## src/rtl/cycle_stat_display.sv

```systemverilog
// Cycle-statistics reader: selects a counter, snapshots it, scans 8 seven-segment digits.
// Define STAT_DISP_DEC_EN for decimal (BCD) display instead of raw hex.
module cycle_stat_display #(
  parameter int REFRESH_CYCLES  = 100000,
  parameter int DEBOUNCE_CYCLES = 1000000,
  parameter int SAMPLE_CYCLES   = 10000000
) (
  input  logic        clk,
  input  logic        rst,
  input  logic [31:0] total_cycle,
  input  logic [31:0] cobranch_cycle,
  input  logic [31:0] unbranch_cycle,
  input  logic        sel_btn,
  input  logic        freeze,
  output logic [1:0]  cur_sel,
  output logic [7:0]  an,
  output logic [7:0]  seg
);

  localparam int RW = (REFRESH_CYCLES > 1) ? $clog2(REFRESH_CYCLES) : 1;
  localparam int DW = (DEBOUNCE_CYCLES > 1) ? $clog2(DEBOUNCE_CYCLES) : 1;
  localparam int SW = (SAMPLE_CYCLES > 1) ? $clog2(SAMPLE_CYCLES) : 1;

  logic          btn_s1;
  logic          btn_s2;
  logic          btn_stable;
  logic          btn_stable_q;
  logic [DW-1:0] db_cnt;
  logic          press;

  always_ff @(posedge clk) begin
    if (rst) begin
      btn_s1       <= 1'b0;
      btn_s2       <= 1'b0;
      btn_stable   <= 1'b0;
      btn_stable_q <= 1'b0;
      db_cnt       <= '0;
    end else begin
      btn_s1       <= sel_btn;
      btn_s2       <= btn_s1;
      btn_stable_q <= btn_stable;
      if (btn_s2 == btn_stable) begin
        db_cnt <= '0;
      end else if (db_cnt == DW'(DEBOUNCE_CYCLES - 1)) begin
        btn_stable <= ~btn_stable;
        db_cnt     <= '0;
      end else begin
        db_cnt <= db_cnt + 1'b1;
      end
    end
  end

  assign press = btn_stable & ~btn_stable_q;

  logic [SW-1:0] smp_cnt;
  logic          smp_tc;
  logic          reload_pend;
  logic          load;
  logic [31:0]   sel_val;
  logic [31:0]   snapshot;

  always_comb begin
    sel_val = total_cycle;
    case (cur_sel)
      2'd1:    sel_val = cobranch_cycle;
      2'd2:    sel_val = unbranch_cycle;
      default: sel_val = total_cycle;
    endcase
  end

  assign smp_tc = (smp_cnt == SW'(SAMPLE_CYCLES - 1));
  // A press at terminal count defers to the forced reload of the new source.
  assign load = reload_pend | (smp_tc & ~freeze & ~press);

  always_ff @(posedge clk) begin
    if (rst) begin
      cur_sel     <= 2'd0;
      reload_pend <= 1'b0;
      smp_cnt     <= '0;
      snapshot    <= '0;
    end else begin
      if (press)
        cur_sel <= (cur_sel == 2'd2) ? 2'd0 : cur_sel + 2'd1;
      reload_pend <= press;
      if (reload_pend | smp_tc)
        smp_cnt <= '0;
      else
        smp_cnt <= smp_cnt + 1'b1;
      if (load)
        snapshot <= sel_val;
    end
  end

  logic [31:0] disp_val;
  logic        dp_all;

`ifdef STAT_DISP_DEC_EN
  typedef enum logic [1:0] {
    CV_IDLE,
    CV_SHIFT,
    CV_DONE
  } cv_state_t;

  cv_state_t   cv_state;
  cv_state_t   cv_next;
  logic        cv_start;
  logic        cv_shift;
  logic        cv_done;
  logic [31:0] cv_src;
  logic [39:0] cv_work;
  logic [35:0] cv_adj;
  logic [4:0]  cv_bit;
  logic [31:0] bcd;
  logic        bcd_over;

  always_ff @(posedge clk) begin
    if (rst) begin
      cv_start <= 1'b0;
      cv_state <= CV_IDLE;
    end else begin
      cv_start <= load;
      cv_state <= cv_next;
    end
  end

  always_comb begin
    cv_next = cv_state;
    if (cv_start) begin
      cv_next = CV_SHIFT;
    end else begin
      case (cv_state)
        CV_SHIFT: if (cv_bit == 5'd31) cv_next = CV_DONE;
        CV_DONE:  cv_next = CV_IDLE;
        default:  cv_next = CV_IDLE;
      endcase
    end
  end

  always_comb begin
    cv_shift = (cv_state == CV_SHIFT) & ~cv_start;
    cv_done  = (cv_state == CV_DONE) & ~cv_start;
  end

  // Top BCD digit never exceeds 4 for a 32-bit value, so it needs no add-3.
  always_comb begin
    cv_adj = '0;
    for (int i = 0; i < 9; i++) begin
      if (cv_work[4*i +: 4] >= 4'd5)
        cv_adj[4*i +: 4] = cv_work[4*i +: 4] + 4'd3;
      else
        cv_adj[4*i +: 4] = cv_work[4*i +: 4];
    end
  end

  always_ff @(posedge clk) begin
    if (rst) begin
      cv_src   <= '0;
      cv_work  <= '0;
      cv_bit   <= '0;
      bcd      <= '0;
      bcd_over <= 1'b0;
    end else if (cv_start) begin
      cv_src  <= snapshot;
      cv_work <= '0;
      cv_bit  <= '0;
    end else if (cv_shift) begin
      cv_work <= {cv_work[38:36], cv_adj, cv_src[31]};
      cv_src  <= {cv_src[30:0], 1'b0};
      cv_bit  <= cv_bit + 5'd1;
    end else if (cv_done) begin
      bcd      <= cv_work[31:0];
      bcd_over <= |cv_work[39:32];
    end
  end

  assign disp_val = bcd;
  assign dp_all   = bcd_over;
`else
  assign disp_val = snapshot;
  assign dp_all   = 1'b0;
`endif

  logic [RW-1:0] ref_cnt;
  logic [2:0]    digit;
  logic [3:0]    nib;
  logic          dp_on;

  function automatic logic [6:0] hex7(input logic [3:0] v);
    case (v)
      4'h0:    hex7 = 7'h3F;
      4'h1:    hex7 = 7'h06;
      4'h2:    hex7 = 7'h5B;
      4'h3:    hex7 = 7'h4F;
      4'h4:    hex7 = 7'h66;
      4'h5:    hex7 = 7'h6D;
      4'h6:    hex7 = 7'h7D;
      4'h7:    hex7 = 7'h07;
      4'h8:    hex7 = 7'h7F;
      4'h9:    hex7 = 7'h6F;
      4'hA:    hex7 = 7'h77;
      4'hB:    hex7 = 7'h7C;
      4'hC:    hex7 = 7'h39;
      4'hD:    hex7 = 7'h5E;
      4'hE:    hex7 = 7'h79;
      default: hex7 = 7'h71;
    endcase
  endfunction

  assign nib   = disp_val[{digit, 2'b00} +: 4];
  assign dp_on = dp_all | (digit == {1'b0, cur_sel});

  always_ff @(posedge clk) begin
    if (rst) begin
      ref_cnt <= '0;
      digit   <= 3'd0;
      an      <= 8'hFF;
      seg     <= 8'hFF;
    end else begin
      if (ref_cnt == RW'(REFRESH_CYCLES - 1)) begin
        ref_cnt <= '0;
        digit   <= digit + 3'd1;
      end else begin
        ref_cnt <= ref_cnt + 1'b1;
      end
      an  <= ~(8'd1 << digit);
      seg <= {~dp_on, ~hex7(nib)};
    end
  end

endmodule

```

## config.mk

```make
export PLATFORM = sky130hd
export DESIGN_NAME = cycle_stat_display
export DESIGN_NICKNAME = d
export VERILOG_FILES = /design/src/rtl/cycle_stat_display.sv
export SDC_FILE = /design/constraint.sdc
export NUM_CORES = 1
export LEC_CHECK = 0
export ABC_AREA = 0
export CAP_MARGIN = 20
export CORE_MARGIN = 5
export CORE_UTILIZATION = 55
export CTS_CLUSTER_DIAMETER = 40
export CTS_CLUSTER_SIZE = 12
export DETAILED_ROUTE_END_ITERATION = 8
export PLACE_DENSITY = 0.88
export SETUP_SLACK_MARGIN = 0.5
export SYNTH_ARGS = -nofsm -noshare
export SYNTH_HDL_FRONTEND = slang
export SYNTH_SLANG_ARGS = --single-unit
```

## constraint.sdc

```tcl
create_clock -name clk -period 4.1 [get_ports clk]
set_clock_uncertainty 0.1 [all_clocks]
set_input_delay 0.82 -clock clk [delete_from_list [all_inputs] [get_ports clk]]
set_output_delay 0.82 -clock clk [all_outputs]
set_load 0.05 [all_outputs]
```

Fig. 1: cells by drive strength
Scale: 3 px per um.
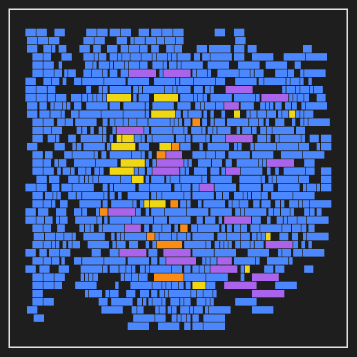
Blue marks x1 and smaller, cells 728, most used dfxtp_1. Orange marks x3 and x4, cells 9, most used buf_4. Purple marks x6 and larger, cells 25, most used clkbuf_16. Yellow marks x2, cells 17, most used mux4_2.

Fig. 2: routing congestion
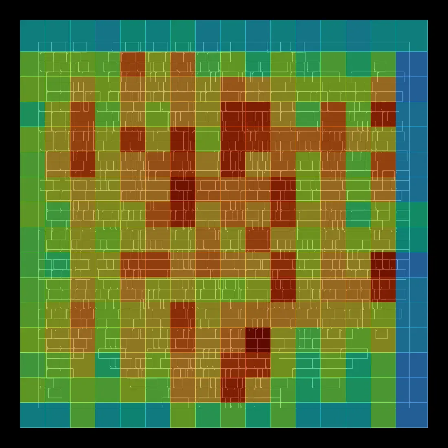
GR Util met2: 40.3%
grt peak-use layer: met2
DR WL/cell: 16.2 um

Fig. 3: metal 1
Scale: 4 px per um.
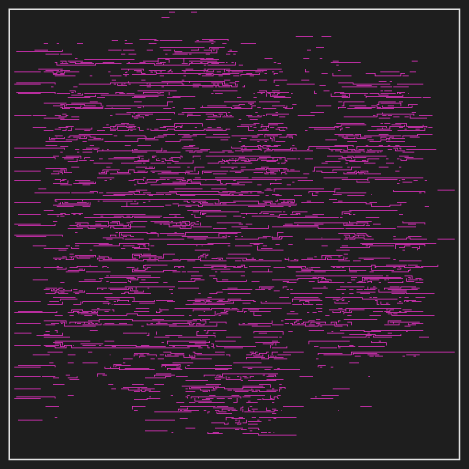
The longest straight run is 40.9 um. The layer carries 6020 um of wire. The wires run mostly horizontal.

Fig. 4: placed cells, one color a class
Scale: 3 px per um.
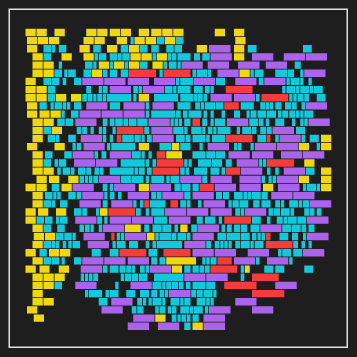
Yellow marks remaining buffers and delay cells, cells 124. Purple marks registers, cells 119. Cyan marks remaining logic cells, cells 506. Red marks clock drivers and dummy loads, cells 30.

Fig. 5: a small window of the routed layout
Region (16, 72) to (41, 97) um. Cells in gray, sequential cells in the stronger gray; small squares are vias.
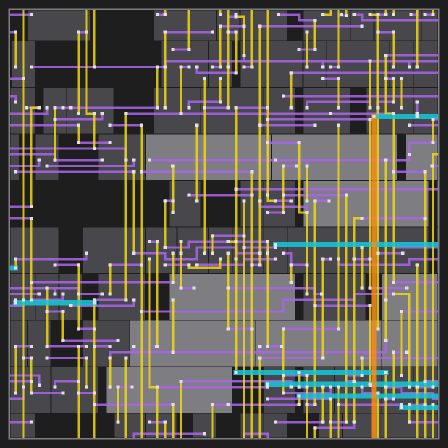
Orange marks M4. Yellow marks M2. Cyan marks M3. Purple marks M1.
Netlist names of flops here include disp_val (7). Sequential cells in the window: 7. Most frequent: nand2_1 (18), o211ai_1 (11), a21oi_1 (11). 63 logic cells have their middle in the window.

==> impl_metrics.env <==
# yosys + openroad results
export IMPL_regArea_um2=2380
export IMPL_nFillCells=702
export IMPL_power_top_group="the clock network"
export IMPL_ys_async_sr_fraction_pct=0
export IMPL_num_multi_input_gates=488
export IMPL_overflow=0
export IMPL_yosysCellCount=664
export IMPL_clk_pin_slew_ns=0.06
export IMPL_synthTopLogicFamily="simple AND/OR/NAND/NOR gates"
export IMPL_comb_share_pct=41.2
export IMPL_status="finished, final reports clean"
export IMPL_rsz0062_at_grt="no"
export IMPL_fp_utilization_pct=55.9
export IMPL_hold_ws_ns=0.323
export IMPL_preCtsSetupSlack_ns=1.04
export IMPL_drv_slew=0
export IMPL_edf_count=0
export IMPL_fin_ws_ns=0.954
export IMPL_fin_util_pct=73.4
export IMPL_wl_met1_mm=6.02
